==> config.mk <==
export PLATFORM = sky130hd
export DESIGN_NAME = ex_stage_mdu
export DESIGN_NICKNAME = d
export VERILOG_FILES = /design/src/rtl/ex_stage_mdu.sv
export SDC_FILE = /design/constraint.sdc
export NUM_CORES = 1
export LEC_CHECK = 0
export CAP_MARGIN = 20
export CORE_MARGIN = 1.5
export CORE_UTILIZATION = 54
export CTS_CLUSTER_SIZE = 30
export DETAILED_ROUTE_END_ITERATION = 7
export PLACE_DENSITY = 0.79
export SLEW_MARGIN = 10
export SYNTH_ARGS = -nofsm -noshare
export SYNTH_HDL_FRONTEND = slang
export SYNTH_SLANG_ARGS = --single-unit
==> constraint.sdc <==
create_clock -name Clk -period 4.74 [get_ports Clk]
set_clock_uncertainty 0.15 [all_clocks]
set_input_delay 0.948 -clock Clk [delete_from_list [all_inputs] [get_ports Clk]]
set_output_delay 0.948 -clock Clk [all_outputs]
set_load 0.03 [all_outputs]
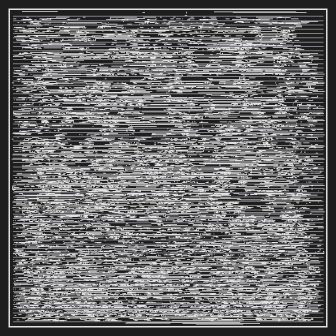
**Above:** M1 wires.
Supply wires on this layer in grey.
longest straight run	91.1 um
nets with wire on the layer	3125
main direction	horizontal
share of all routed wire	37%
wire length on this layer	32.3 mm
met1 usage: 0.5116
Via Count: 23660
routed wire length: 86900 um

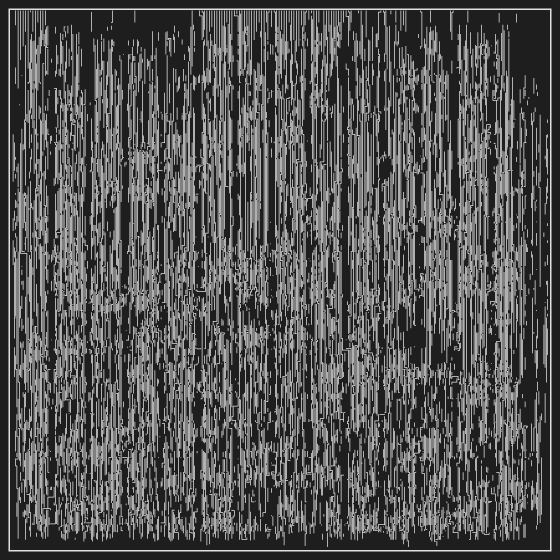
**Above:** metal 2.
main direction	vertical
wire length on this layer	39.9 mm
share of all routed wire	46%
longest straight run	103 um
met2 Use GR: 0.7060

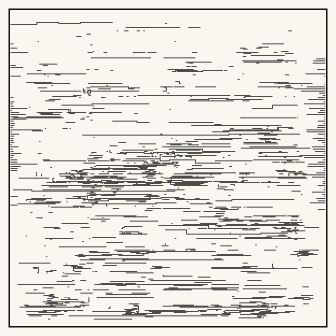
**Above:** met3 routing.
share of all routed wire	9.6%
wire length on this layer	8340 um
nets with wire on the layer	519
met3 Track Usage GR: 0.06956

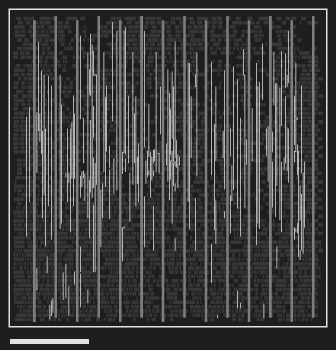
**Above:** met4 routing.
The bar under the picture is 50 um long. Supply wires on this layer in grey. Cells faint in the background.
share of all routed wire	7.3%
longest straight run	115 um

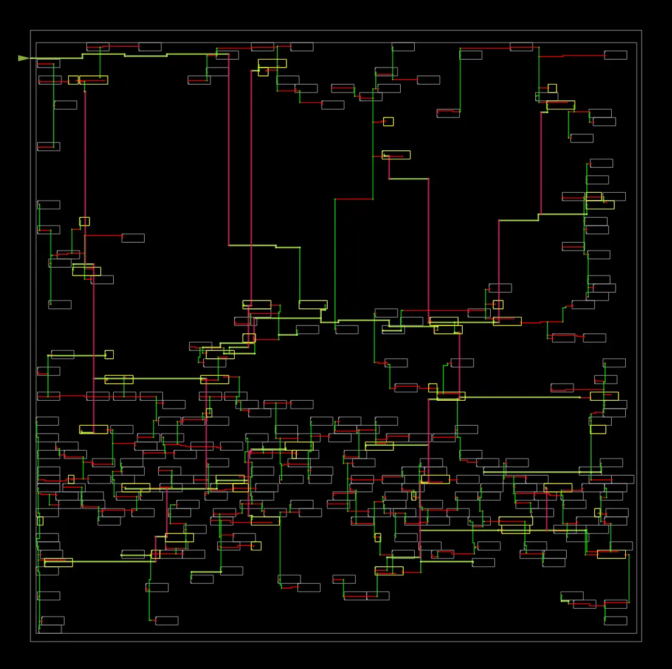
**Above:** clock routing.
clk latency late pin: 0.59 ns
clk pwr: 2.24 mW
Num CTS Buffers: 28
Seq cells: 243
clkbuf count: 34

==> flow_summary.ini <==
; generated from flow reports
[place]
dp_slack_ns = -0.1093
placed_cells = 3595

[sta]
worst_slack_ns = 0.3402
whs_ns = 0.2987

[floorplan]
dieArea_sq_um = 39950
num_rows = 71

[synth]
ys_seq_share = 0.2324
synth_cell_type_count = 93
ys_area_sq_um = 20930
top_area_cell = dfxtp_1
synthesis.instances = 2840
yosys-top-cells-area = dfxtp_1 23%, ha_1 11%, a21oi_1 7.6%, nand2_1 6.0%, mux2i_1 5.8%

[power]
top_power_group = the clock network
switching_power_mw = 2.085
ir_drop_uv = 277.1
p_sw_frac = 0.3378

[job]
maxCapViolations = 0

[critical_path]
reg2reg_depth = 13
slowest_stage = or4_2
start_kind = input pin
worstSetupPathType = input pin to primary output
arrival_ns = 3.30

[layout]
mostFrequentLayoutCells = 332 x nand2_1, 315 x a21oi_1, 260 x nor2_1, 242 x dfxtp_1, 221 x buf_4
buffers = 426

[clock_tree]
cts_max_path_buffers = 3

[outcome]
status = finished, final reports clean
-- worst min-delay path, cell delays in order (launching register included) --
cell and delay, ns:
dfxtp_1 0.31, nand2_1 0.05, o21ai_1 0.05
-- metal layers --
layer  wire length (um)  track usage  share of wire
met1              32280       0.5116           0.37
met4               6338       0.2682          0.073
met5                 13            0        0.00015
met3               8336      0.06956          0.096
met2              39920       0.7060           0.46
-- cells by family after synthesis --
| group | Yosys count | synth area share |
|---|---|---|
| DFF | 243 | 0.2324 |
| adders and majority gates | 193 | 0.1168 |
| xor gates and xnor gates | 104 | 0.04352 |
| buffers and inverters | 333 | 0.06235 |
| muxes | 124 | 0.05942 |
| and+or+nand+nor | 869 | 0.1866 |
| AOI/OAI and AO/OA | 974 | 0.2988 |
Power figures rest on the tool's default switching activity, not on a simulated workload.
